**config.mk**
```make
export PLATFORM = sky130hd
export DESIGN_NAME = game_round_fsm_flat
export DESIGN_NICKNAME = d
export VERILOG_FILES = /design/src/rtl/game_round_fsm_if.sv /design/src/rtl/game_round_fsm.sv /design/src/flat_wrapper.sv
export SDC_FILE = /design/constraint.sdc
export NUM_CORES = 1
export LEC_CHECK = 0
export CORE_ASPECT_RATIO = 1.5
export CORE_MARGIN = 2
export CORE_UTILIZATION = 30
export CTS_BUF_LIST = sky130_fd_sc_hd__clkbuf_2 sky130_fd_sc_hd__clkbuf_4 sky130_fd_sc_hd__clkbuf_8
export DETAILED_ROUTE_END_ITERATION = 6
export PLACE_DENSITY_LB_ADDON = 0.05
export SLEW_MARGIN = 30
export SYNTH_ARGS = -nofsm -noshare
export SYNTH_HDL_FRONTEND = slang
export SYNTH_SLANG_ARGS = --single-unit
```
**constraint.sdc**
```tcl
create_clock -name clk -period 5.4 [get_ports clk]
set_input_delay 1.08 -clock clk [delete_from_list [all_inputs] [get_ports clk]]
set_output_delay 1.08 -clock clk [all_outputs]
set_load 0.05 [all_outputs]
```
**src/rtl/game_round_fsm_if.sv**
```systemverilog
`default_nettype none
// ============================================================================
//  Module      : game_round_fsm_if
//  Description : Control and round-result bundle between the match tracker
//                and the dice-race round sequencer.
//  Revision    : 1.0 - initial release
// ============================================================================
interface game_round_fsm_if #(
    parameter int PW = 4
);
    logic          start;
    logic          next_match;
    logic          final_state;
    logic          restart;
    logic          roll;
    logic [2:0]    dice_val;
    logic          game_end;
    logic [1:0]    game_win;
    logic [PW-1:0] pos_p1;
    logic [PW-1:0] pos_p2;
    logic          cur_player;
    logic [3:0]    turn_no;
    logic          moving;
    logic          round_active;

    // Match tracker / player controls side
    modport master (
        output start, next_match, final_state, restart, roll, dice_val,
        input  game_end, game_win, pos_p1, pos_p2, cur_player, turn_no,
               moving, round_active
    );

    // Round sequencer side
    modport slave (
        input  start, next_match, final_state, restart, roll, dice_val,
        output game_end, game_win, pos_p1, pos_p2, cur_player, turn_no,
               moving, round_active
    );
endinterface
`default_nettype wire

```
**src/rtl/game_round_fsm.sv**
```systemverilog
`default_nettype none
// ============================================================================
//  Module      : game_round_fsm
//  Description : One dice-race round between P1 and P2 with stepped piece
//                movement, goal clamp and turn limit; all outputs registered.
//  Revision    : 1.0 - initial release
// ============================================================================
module game_round_fsm #(
    parameter int TRACK_LEN   = 15,
    parameter int MAX_TURNS   = 8,
    parameter int STEP_CYCLES = 10_000_000,
    parameter int PW          = $clog2(TRACK_LEN + 1)
) (
    input  wire logic        clk,
    input  wire logic        rst_n,
    game_round_fsm_if.slave  bus
);

    localparam int                 c_CNT_W     = (STEP_CYCLES > 1) ? $clog2(STEP_CYCLES) : 1;
    localparam logic [c_CNT_W-1:0] c_CNT_LAST  = c_CNT_W'(STEP_CYCLES - 1);
    localparam logic [c_CNT_W-1:0] c_CNT_ONE   = c_CNT_W'(1);
    localparam logic [PW-1:0]      c_GOAL      = PW'(TRACK_LEN);
    localparam logic [PW-1:0]      c_POS_ONE   = PW'(1);
    localparam logic [3:0]         c_LAST_TURN = 4'(MAX_TURNS - 1);

    typedef enum logic [2:0] {
        S_IDLE      = 3'd0,
        S_WAIT_ROLL = 3'd1,
        S_MOVE      = 3'd2,
        S_CHECK     = 3'd3,
        S_DONE      = 3'd4
    } state_t;

    state_t             r_state, w_state;
    logic [c_CNT_W-1:0] r_cnt, w_cnt;
    logic [2:0]         r_steps, w_steps;
    logic [PW-1:0]      r_pos_p1, w_pos_p1;
    logic [PW-1:0]      r_pos_p2, w_pos_p2;
    logic               r_cur_player, w_cur_player;
    logic [3:0]         r_turn_no, w_turn_no;
    logic               r_moving, w_moving;
    logic               r_round_active, w_round_active;
    logic               r_game_end, w_game_end;
    logic [1:0]         r_game_win, w_game_win;

    logic [PW-1:0]      w_cur_pos;
    logic [PW-1:0]      w_cur_pos_inc;
    logic               w_start_req;
    logic               w_dice_ok;

    always_ff @(posedge clk or negedge rst_n) begin
        if (!rst_n) begin
            r_state        <= S_IDLE;
            r_cnt          <= '0;
            r_steps        <= '0;
            r_pos_p1       <= '0;
            r_pos_p2       <= '0;
            r_cur_player   <= 1'b0;
            r_turn_no      <= '0;
            r_moving       <= 1'b0;
            r_round_active <= 1'b0;
            r_game_end     <= 1'b0;
            r_game_win     <= 2'b00;
        end else begin
            r_state        <= w_state;
            r_cnt          <= w_cnt;
            r_steps        <= w_steps;
            r_pos_p1       <= w_pos_p1;
            r_pos_p2       <= w_pos_p2;
            r_cur_player   <= w_cur_player;
            r_turn_no      <= w_turn_no;
            r_moving       <= w_moving;
            r_round_active <= w_round_active;
            r_game_end     <= w_game_end;
            r_game_win     <= w_game_win;
        end
    end

    always_comb begin
        w_state        = r_state;
        w_cnt          = r_cnt;
        w_steps        = r_steps;
        w_pos_p1       = r_pos_p1;
        w_pos_p2       = r_pos_p2;
        w_cur_player   = r_cur_player;
        w_turn_no      = r_turn_no;
        w_moving       = r_moving;
        w_round_active = r_round_active;
        w_game_end     = 1'b0;
        w_game_win     = r_game_win;

        w_cur_pos      = r_cur_player ? r_pos_p2 : r_pos_p1;
        w_cur_pos_inc  = w_cur_pos + c_POS_ONE;
        w_start_req    = (bus.start | bus.next_match) & ~bus.final_state;
        w_dice_ok      = (bus.dice_val != 3'd0) && (bus.dice_val != 3'd7);

        if (bus.restart) begin
            w_state        = S_IDLE;
            w_cnt          = '0;
            w_steps        = '0;
            w_pos_p1       = '0;
            w_pos_p2       = '0;
            w_cur_player   = 1'b0;
            w_turn_no      = '0;
            w_moving       = 1'b0;
            w_round_active = 1'b0;
            w_game_win     = 2'b00;
        end else begin
            case (r_state)
                S_IDLE: begin
                    if (w_start_req) begin
                        w_state        = S_WAIT_ROLL;
                        w_round_active = 1'b1;
                        w_game_win     = 2'b00;
                    end
                end
                S_WAIT_ROLL: begin
                    if (bus.roll && w_dice_ok) begin
                        w_steps  = bus.dice_val;
                        w_cnt    = '0;
                        w_moving = 1'b1;
                        w_state  = S_MOVE;
                    end
                end
                S_MOVE: begin
                    if (r_cnt == c_CNT_LAST) begin
                        w_cnt   = '0;
                        w_steps = r_steps - 3'd1;
                        if (r_cur_player) w_pos_p2 = w_cur_pos_inc;
                        else              w_pos_p1 = w_cur_pos_inc;
                        // Reaching the goal cuts the move short even with steps left
                        if ((r_steps <= 3'd1) || (w_cur_pos_inc == c_GOAL)) begin
                            w_moving = 1'b0;
                            w_state  = S_CHECK;
                        end
                    end else begin
                        w_cnt = r_cnt + c_CNT_ONE;
                    end
                end
                S_CHECK: begin
                    if (w_cur_pos == c_GOAL) begin
                        w_state        = S_DONE;
                        w_game_end     = 1'b1;
                        w_round_active = 1'b0;
                        w_game_win     = r_cur_player ? 2'b10 : 2'b01;
                    end else if (r_cur_player && (r_turn_no == c_LAST_TURN)) begin
                        w_state        = S_DONE;
                        w_game_end     = 1'b1;
                        w_round_active = 1'b0;
                        if (r_pos_p1 > r_pos_p2)      w_game_win = 2'b01;
                        else if (r_pos_p2 > r_pos_p1) w_game_win = 2'b10;
                        else                          w_game_win = 2'b00;
                    end else begin
                        w_cur_player = ~r_cur_player;
                        if (r_cur_player) w_turn_no = r_turn_no + 4'd1;
                        w_state      = S_WAIT_ROLL;
                    end
                end
                S_DONE: begin
                    if (bus.next_match && !bus.final_state) begin
                        w_pos_p1       = '0;
                        w_pos_p2       = '0;
                        w_cur_player   = 1'b0;
                        w_turn_no      = '0;
                        w_game_win     = 2'b00;
                        w_round_active = 1'b1;
                        w_state        = S_WAIT_ROLL;
                    end
                end
                default: begin
                    w_state = S_IDLE;
                end
            endcase
        end
    end

    assign bus.game_end     = r_game_end;
    assign bus.game_win     = r_game_win;
    assign bus.pos_p1       = r_pos_p1;
    assign bus.pos_p2       = r_pos_p2;
    assign bus.cur_player   = r_cur_player;
    assign bus.turn_no      = r_turn_no;
    assign bus.moving       = r_moving;
    assign bus.round_active = r_round_active;

endmodule
`default_nettype wire

```
**src/flat_wrapper.sv**
```systemverilog
// flat-port wrapper written by rule: the top's interface ports become plain ports
module game_round_fsm_flat 
#(
    parameter int TRACK_LEN   = 15,
    parameter int MAX_TURNS   = 8,
    parameter int STEP_CYCLES = 10_000_000,
    parameter int PW          = $clog2(TRACK_LEN + 1)
)
  (clk, rst_n, bus_start, bus_next_match, bus_final_state, bus_restart, bus_roll, bus_dice_val, bus_game_end, bus_game_win, bus_pos_p1, bus_pos_p2, bus_cur_player, bus_turn_no, bus_moving, bus_round_active);
  game_round_fsm_if #(.PW(PW)) bus_i ();
  input  wire logic clk;
  input  wire logic rst_n;
  input wire logic [$bits(bus_i.start)-1:0] bus_start;
  input wire logic [$bits(bus_i.next_match)-1:0] bus_next_match;
  input wire logic [$bits(bus_i.final_state)-1:0] bus_final_state;
  input wire logic [$bits(bus_i.restart)-1:0] bus_restart;
  input wire logic [$bits(bus_i.roll)-1:0] bus_roll;
  input wire logic [$bits(bus_i.dice_val)-1:0] bus_dice_val;
  output wire logic [$bits(bus_i.game_end)-1:0] bus_game_end;
  output wire logic [$bits(bus_i.game_win)-1:0] bus_game_win;
  output wire logic [$bits(bus_i.pos_p1)-1:0] bus_pos_p1;
  output wire logic [$bits(bus_i.pos_p2)-1:0] bus_pos_p2;
  output wire logic [$bits(bus_i.cur_player)-1:0] bus_cur_player;
  output wire logic [$bits(bus_i.turn_no)-1:0] bus_turn_no;
  output wire logic [$bits(bus_i.moving)-1:0] bus_moving;
  output wire logic [$bits(bus_i.round_active)-1:0] bus_round_active;
  assign bus_i.start = bus_start;
  assign bus_i.next_match = bus_next_match;
  assign bus_i.final_state = bus_final_state;
  assign bus_i.restart = bus_restart;
  assign bus_i.roll = bus_roll;
  assign bus_i.dice_val = bus_dice_val;
  assign bus_game_end = bus_i.game_end;
  assign bus_game_win = bus_i.game_win;
  assign bus_pos_p1 = bus_i.pos_p1;
  assign bus_pos_p2 = bus_i.pos_p2;
  assign bus_cur_player = bus_i.cur_player;
  assign bus_turn_no = bus_i.turn_no;
  assign bus_moving = bus_i.moving;
  assign bus_round_active = bus_i.round_active;
  game_round_fsm #(.TRACK_LEN(TRACK_LEN), .MAX_TURNS(MAX_TURNS), .STEP_CYCLES(STEP_CYCLES), .PW(PW)) u_core (.clk(clk), .rst_n(rst_n), .bus(bus_i));
endmodule
```
==> out/qor.csv, run 1 <==
metric,value,unit
worst-setup-path-type,in -> reg,
final_nets,372,
syn_nets,351,
holdBufCountCts,0,
grt_pass1_vias,2592,
critPathMaxStageDelay,0.63,ns
r2r_setup_slack,2.39,ns
core_area,0.00963,mm²
setup_viol,0,
gp_congestion,0.720,
synth_cells,331,
cp-startpoint,bus_restart,
power.density,276,mW/mm²
numCtsBuffers,5,
ff_type,dfrtp_1,
syn_to_final_growth,16.5,%
io_pins,28,
timing.final.crit_share,0.623,
nFillCells,994,
power,0.951,mW
path_buffers,2,
dp_hpwl,5590,µm
slew_headroom,0.513,
postPlaceCellArea,0.00333,mm²
ys_chip_area,0.00296,mm²
period_needed,3.36,ns
hold_class,reg -> reg,
inverters,14,
place_ws,1.69,ns
hold_viol_final,0,
grt_max_degree,49,
largest_cell_class,multi-input combinational cells,
area_leaders,"dfrtp_1 (41%), mux2_2 (4.6%), a31oi_1 (4.2%)",
maxSlewViolCount,0,
flops,48,
post_cts_buffers,0,
die-area,0.0107,mm²
cp_top_family,buffers and inverters,
synth_area,0.00296,mm²
vdd_drop_max,164,µV
post_cts_resized,0,
overflow,0,
numSynthFlops,48,
clk_latency,0.32,ns
seqPwrFrac,0.434,
comb_area_frac,0.476,
status,"complete, no violations",
[run 1: cells by family (layout without fill, tap and decap cells)]
group / count (synthesis) / in the layout / share of synthesized area
flops: 48 / 48 / 0.406
simple gates: 131 / 131 / 0.236
fa+ha+maj: 10 / 10 / 0.0423
buf+inv: 31 / 53 / 0.0436
mux: 15 / 15 / 0.0559
compound gates: 94 / 94 / 0.210
xor+xnor: 2 / 2 / 0.00593
[run 1: flip-flops by register name, indices dropped and copies added (netlist names), 2 cells and up]
name	flops
u_core.bus.turn_no	4
u_core.r_steps	3
u_core.bus.pos_p1	4
u_core.r_cnt	24
u_core.r_state	3
u_core.bus.game_win	2
u_core.bus.pos_p2	4
[run 1: per-layer routing]
layer	vias to the layer above	wire length, µm	part of all wire	track usage
li1	1272	-	-	-
met1	1249	3350	0.43	0.184
met2	35	4200	0.54	0.285
met3	6	160	0.020	0.0238
met4	0	108	0.014	0.0476
met5	-	0	0	0
[run 1: placed cells by master (no fill, tap or decap), types with 9 or more instances in the layout]
master | synthesis | routed
nand2_1 | 32 | 32
clkdlybuf4s50_1 | 0 | 26
ha_1 | 10 | 10
nor2b_1 | 9 | 9
inv_1 | 14 | 14
dfrtp_1 | 48 | 48
o21ai_0 | 22 | 22
a31oi_1 | 20 | 20
nand3_1 | 22 | 22
nor2_1 | 25 | 25
mux2_2 | 12 | 12
a21oi_1 | 15 | 15
[run 1: worst max path at each step]
stage	to	slack, ns	depth (start not counted)
floorplan	u_core.bus.game_win[0]	2.43	9
global placement	u_core.bus.pos_p2[3]	1.74	6
detailed placement	u_core.bus.pos_p2[3]	1.69	6
CTS	u_core.bus.pos_p2[3]	2.02	6
global route	u_core.r_cnt[18]	1.75	7
finish	u_core.r_cnt[20]	2.04	7
Fig. 1: run 1, pin map
Pins as bars across the die edge, other pins in gray.
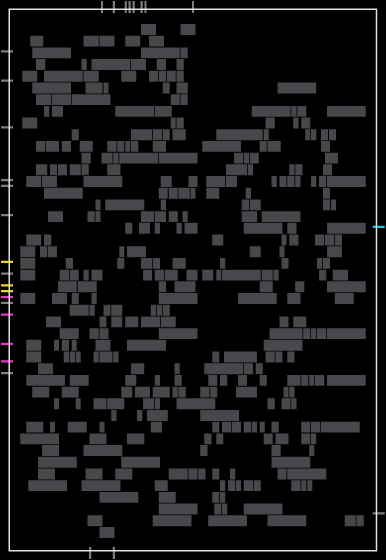
port	color	pins	direction	edge
`bus_dice_val`	yellow	3	input	left
`bus_pos_p1`	magenta	4	output	left
`bus_moving`	cyan	1	output	right
Die Y-Extent: 126 µm
die width: 85.0 µm
# port buffers: 27

Fig. 2: run 1, sequential cells colored by netlist name
Bar = 20 µm. Other sequential cells in the stronger gray, the rest of the logic in the fainter gray.
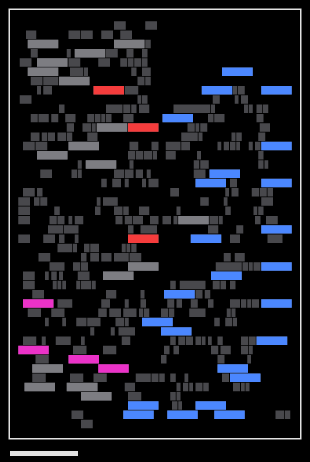
signal	color	flops
`u_core.bus.pos_p1`	magenta	4
`u_core.r_state`	red	3
`u_core.r_cnt`	blue	24
not colored	17
utilization after layout: 0.357
FF+latch area: 0.00120 mm²
fraction of area in registers: 0.349
sequential power: 0.413 mW

Fig. 3: run 1, metal layers overlaid
Two of the layers only.
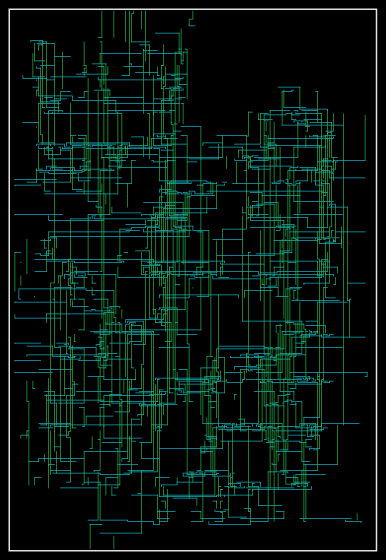
layer	color	wire length
met1	cyan	3350 µm
met2	green	4200 µm

Fig. 4: run 1, the clock network
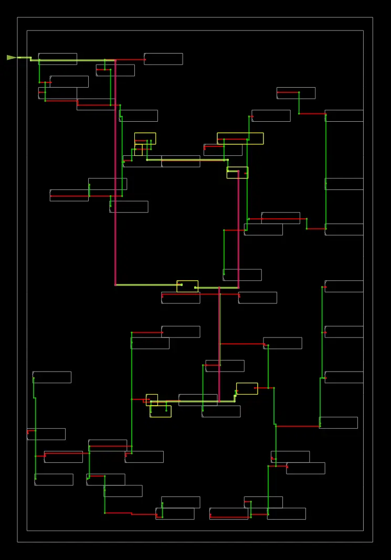
clock sink total: 48
Final Skew: 0.0140 ns
clock buffers: 6

Fig. 5: run 1, logic cells by family
Bar = 20 µm.
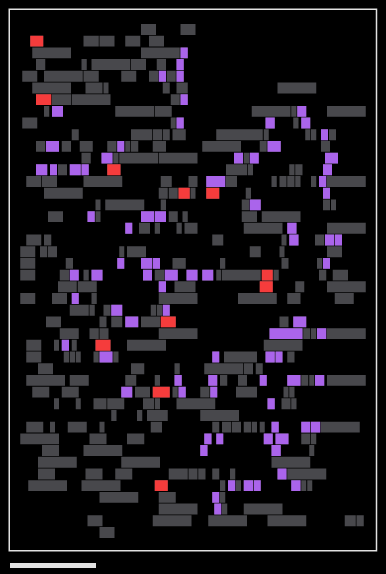

==> run 2: changes to the inputs <==
clock period = 3.4 ns   (was 5.4 ns; I/O delays follow)
Fig. 6: run 2, logic cells by family
Bar = 20 µm.
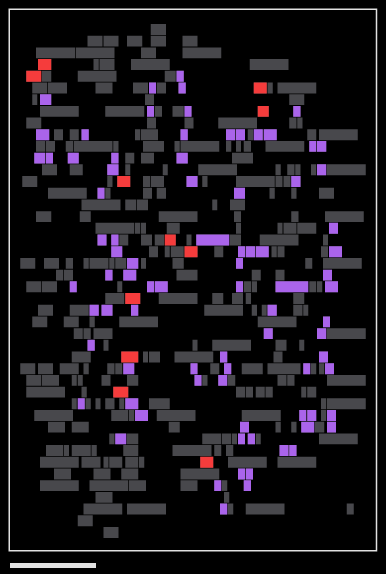
family	color	cells	most used
inverting AOI/OAI gates	purple	83	o21ai_0
AND-OR and OR-AND gates	red	11	a22o_1

Fig. 7: run 2, the clock network
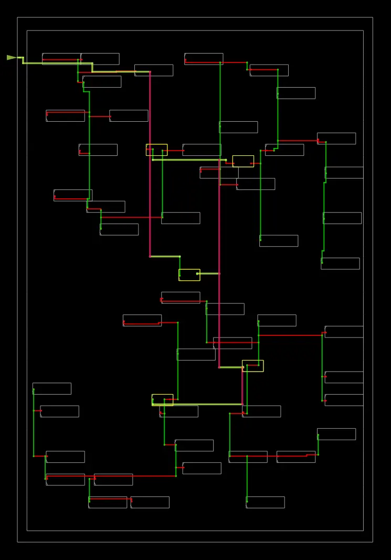
clock buffers: 5
seq_cells: 48
Clk power: 0.326 mW

==> run 2 against run 1 <==
  * Sequential power grew 59%
  * Clock skew shrank 0.0085 ns
  * Total power grew 49%
  * Critical endpoint is now bus_cur_player
==> out/qor.csv, run 2 <==
metric,value,unit
post_cts_resized,0,
clk_latency,0.31,ns
final_nets,379,
ff_type,dfrtp_1,
vias_per_cell,5.54,
synth_area_leader_cell,dfrtp_1,
status,"complete, no violations",
slew_headroom,0.508,
largest_register_ffs,24,
synth_area,0.00296,mm²
io_buffers,27,
lay_top_cells,"dfrtp_1 (48), nand2_1 (32), clkdlybuf4s50_1 (26)",
syn_to_final_growth,17.1,%
die-area,0.0107,mm²
core_area,0.00963,mm²
syn_nets,351,
path_buffers,2,
worst-setup-path-type,reg -> out,
synth-xor-area-share,0.00593,
cp_top_family,buffers and inverters,
power.density,408,mW/mm²
numSynthFlops,48,
logic_family,simple AND/OR/NAND/NOR gates,
fp.dieH,126,µm
tns,0,ns
setup_viol,0,
postPlaceCellArea,0.00339,mm²
yosys.area.top_type_share,0.406,
synth_cells,331,
grt_pass1_vias,2587,
maxSlewViolCount,0,
mux_area_frac,0.0559,
holdBufCountCts,0,
critPathMaxStageDelay,0.83,ns
ys_sh_simple,0.236,
ys_chip_area,0.00296,mm²
synthAoiAreaFrac,0.210,
grt_max_degree,29,
max-clock-path-buffers,2,
io_pins,28,
die_x,85.0,µm
gp_congestion,0.793,
cts.sinks,48,
overflow,0,
hold_class,in -> async,
rsz0062_at_grt,no,
lay_top_count,dfrtp_1,
post_cts_buffers,0,
run 2: cell types whose count changed in the layout (fill, tap and decap cells not counted), sizes merged:
cell / change
buf: +7
bufinv: -1
clkbuf: -1
clkinv: -1
run 2: final timing paths:
check / start / endpoint / slack (ns) / depth (start not counted)
worst max-delay path: u_core.bus.cur_player / bus_cur_player / 0.88 / 2
worst min-delay path: rst_n / u_core.r_cnt[3] / 0.35 / 1
worst max register to register: u_core.bus.cur_player / u_core.bus.turn_no[3] / 0.90 / 7
worst min register to register: u_core.r_cnt[10] / u_core.r_cnt[10] / 0.52 / 1
max in group asynchronous: rst_n / u_core.r_state[0] / 2.27 / 2
min in group clk: u_core.r_cnt[10] / u_core.r_cnt[10] / 0.52 / 1
run 2: stage by stage:
step	worst slack, ns	power (mW)
CTS	0.825	1.44
finish	0.881	1.41
global placement	0.452	1.10
global route	0.637	1.50
detailed placement	0.594	1.10
floorplan	0.428	0.949
run 2: final cells by class:
cell class              count  area [µm²]
clock buffers               5        68.8
fillers                   993        6170
repair buffers             38         348
flip-flops and latches     48        1200
well taps                 115         144
multi-input cells         252        1650
inverters                  14        52.6
run 2: power breakdown:
group | switching, mW | leakage (nW) | internal [mW] | total (mW)
clock network | 0.192 | 0.0359 | 0.133 | 0.326
logic | 0.260 | 0.705 | 0.170 | 0.431
registers | 0.0523 | 0.659 | 0.605 | 0.657
total | 0.505 | 1.40 | 0.909 | 1.41
run 2: logic make-up after synthesis:
group           count (synthesis)
mux                            15
buf+inv                        31
xor+xnor                        2
fa+ha+maj                      10
simple gates                  131
flops                          48
compound gates                 94
run 2: routing by layer:
metal	wire [µm]	vias up	GRT usage	part of all wire
li1	-	1282	-	-
met1	3490	1281	0.192	0.43
met2	4260	42	0.283	0.53
met3	192	9	0.0238	0.024
met4	145	0	0.0514	0.018
met5	0	-	0	0
Fig. 8: run 2, metal layers overlaid
Two of the layers only.
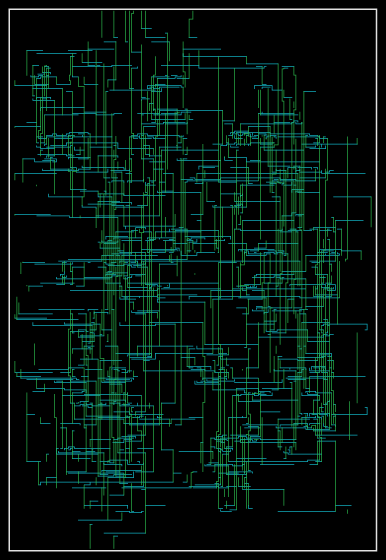

==> run 3: changes to the inputs <==
clock period = 2.6 ns   (was 3.4 ns; I/O delays follow)
Fig. 9: run 3, metal layers overlaid
Two of the layers only.
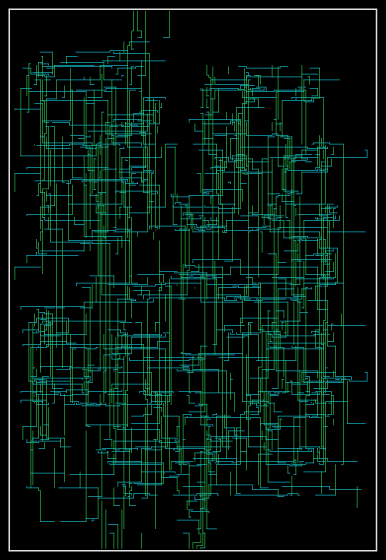
layer	color	wire length
met2	green	4680 µm
met1	cyan	3400 µm

==> run 3 against run 2 <==
  * Sequential power rose by about 30%
  * Non-clock buffer count rose by 17
  * Cell count rose by 4.2%
  * Worst hold slack got worse by 0.26 ns
  * Total power rose by 45%
  * Clock power rose by 86%
  * Clock skew rose by 0.0040 ns
  * Die area did not move
  * Worst setup slack got worse by 0.56 ns
  * Count of clock-buffer cells in the layout rose by 1
  * Synthesized area did not move
==> out/qor.csv, run 3 <==
metric,value,unit
die-area,0.0107,mm²
dp_hpwl,6320,µm
maxSlewViolCount,0,
worst-setup-path-type,reg -> reg,
synth_cells,331,
cp_top_family,AND-OR/OR-AND gates,
power.density,564,mW/mm²
io_pins,28,
max-clock-path-buffers,2,
critPathMaxStageDelay,0.42,ns
post_cts_resized,0,
timing.final.crit_share,0.877,
area_leaders,"dfrtp_1 (41%), mux2_2 (4.6%), a31oi_1 (4.2%)",
syn_nets,351,
status,"complete, no violations",
grtUsageMet1,0.191,
yosys.area.top_type_share,0.406,
vdd_drop_max,427,µV
wl_met2,4680,µm
overflow,0,
hold_class,in -> async,
grt_max_degree,32,
grt_use_met2,0.312,
slew_headroom,0.662,
r2r-start,u_core.bus.cur_player,
rsz0062_at_grt,no,
vias_per_cell,5.47,
tns,0,ns
numSynthFlops,48,
holdBufCountCts,0,
cts.sinks,48,
path_buffers,1,
fp.dieH,126,µm
period_needed,2.28,ns
Fig. 10: run 3, logic cells by family
Bar = 20 µm.
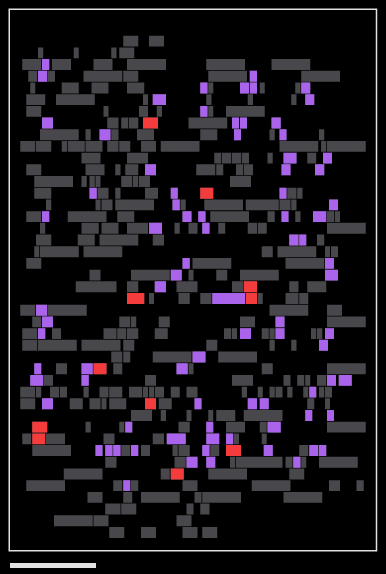
family	color	cells	most used
AND-OR and OR-AND gates	red	11	a22o_1
inverting AOI/OAI gates	purple	83	o21ai_0

==> run 3: cell counts after synthesis <==
No cell type changed its count.
==> run 3: kinds of logic (layout without fill, tap and decap cells) <==
logic type,Yosys count,after routing,synth area share
AND-OR/OR-AND,94,94,0.210
XOR/XNOR,2,2,0.00593
adder cells (fa/ha/maj),10,10,0.0423
buffers and inverters,31,77,0.0436
flip-flops,48,48,0.406
multiplexers,15,15,0.0559
AND/OR/NAND/NOR,131,131,0.236
==> run 3: area by class of cell <==
cell class | count | area [µm²] | share of cell area
clock buffers | 6 | 82.6 | 0.0227
flip-flops and latches | 48 | 1200 | 0.331
well taps | 115 | 144 | 0.0396
repair buffers | 55 | 475 | 0.131
clock inverters | 2 | 38.8 | 0.0107
inverters | 14 | 52.6 | 0.0145
multi-input cells | 252 | 1640 | 0.451
==> run 3: worst paths after layout <==
path                                          to  slack, ns  cells after the start
setup / recovery           u_core.bus.turn_no[3]       0.32                      7
hold / removal                  u_core.r_cnt[20]       0.09                      1
setup reg to reg           u_core.bus.turn_no[3]       0.32                      7
hold reg to reg                 u_core.r_cnt[13]       0.52                      1
max in group asynchronous      u_core.r_state[1]       1.84                      2
min in group clk                u_core.r_cnt[13]       0.52                      1
==> run 3: through the flow <==
stage | hold WS [ns] | instances | cell area [µm²] | total power, mW | utilization
after detailed placement | 0.449 | 484 | 3510 | 1.47 | 0.365
after floorplan | 0.224 | 331 | 2970 | 1.24 | -
final | 0.0939 | 492 | 3630 | 2.05 | 0.377
after global routing | 0.0985 | 492 | 3630 | 2.18 | 0.377
after global placement | 0.446 | 484 | 3510 | 1.47 | 0.365
after CTS | 0.0912 | 492 | 3630 | 2.09 | 0.377
==> run 3: report_power, final <==
part           switching (mW)  internal (mW)
clock network           0.290          0.315
registers              0.0622          0.791
logic                   0.353          0.240
total                   0.705           1.35
No activity file was given, so power comes from the tool's default toggle rates.
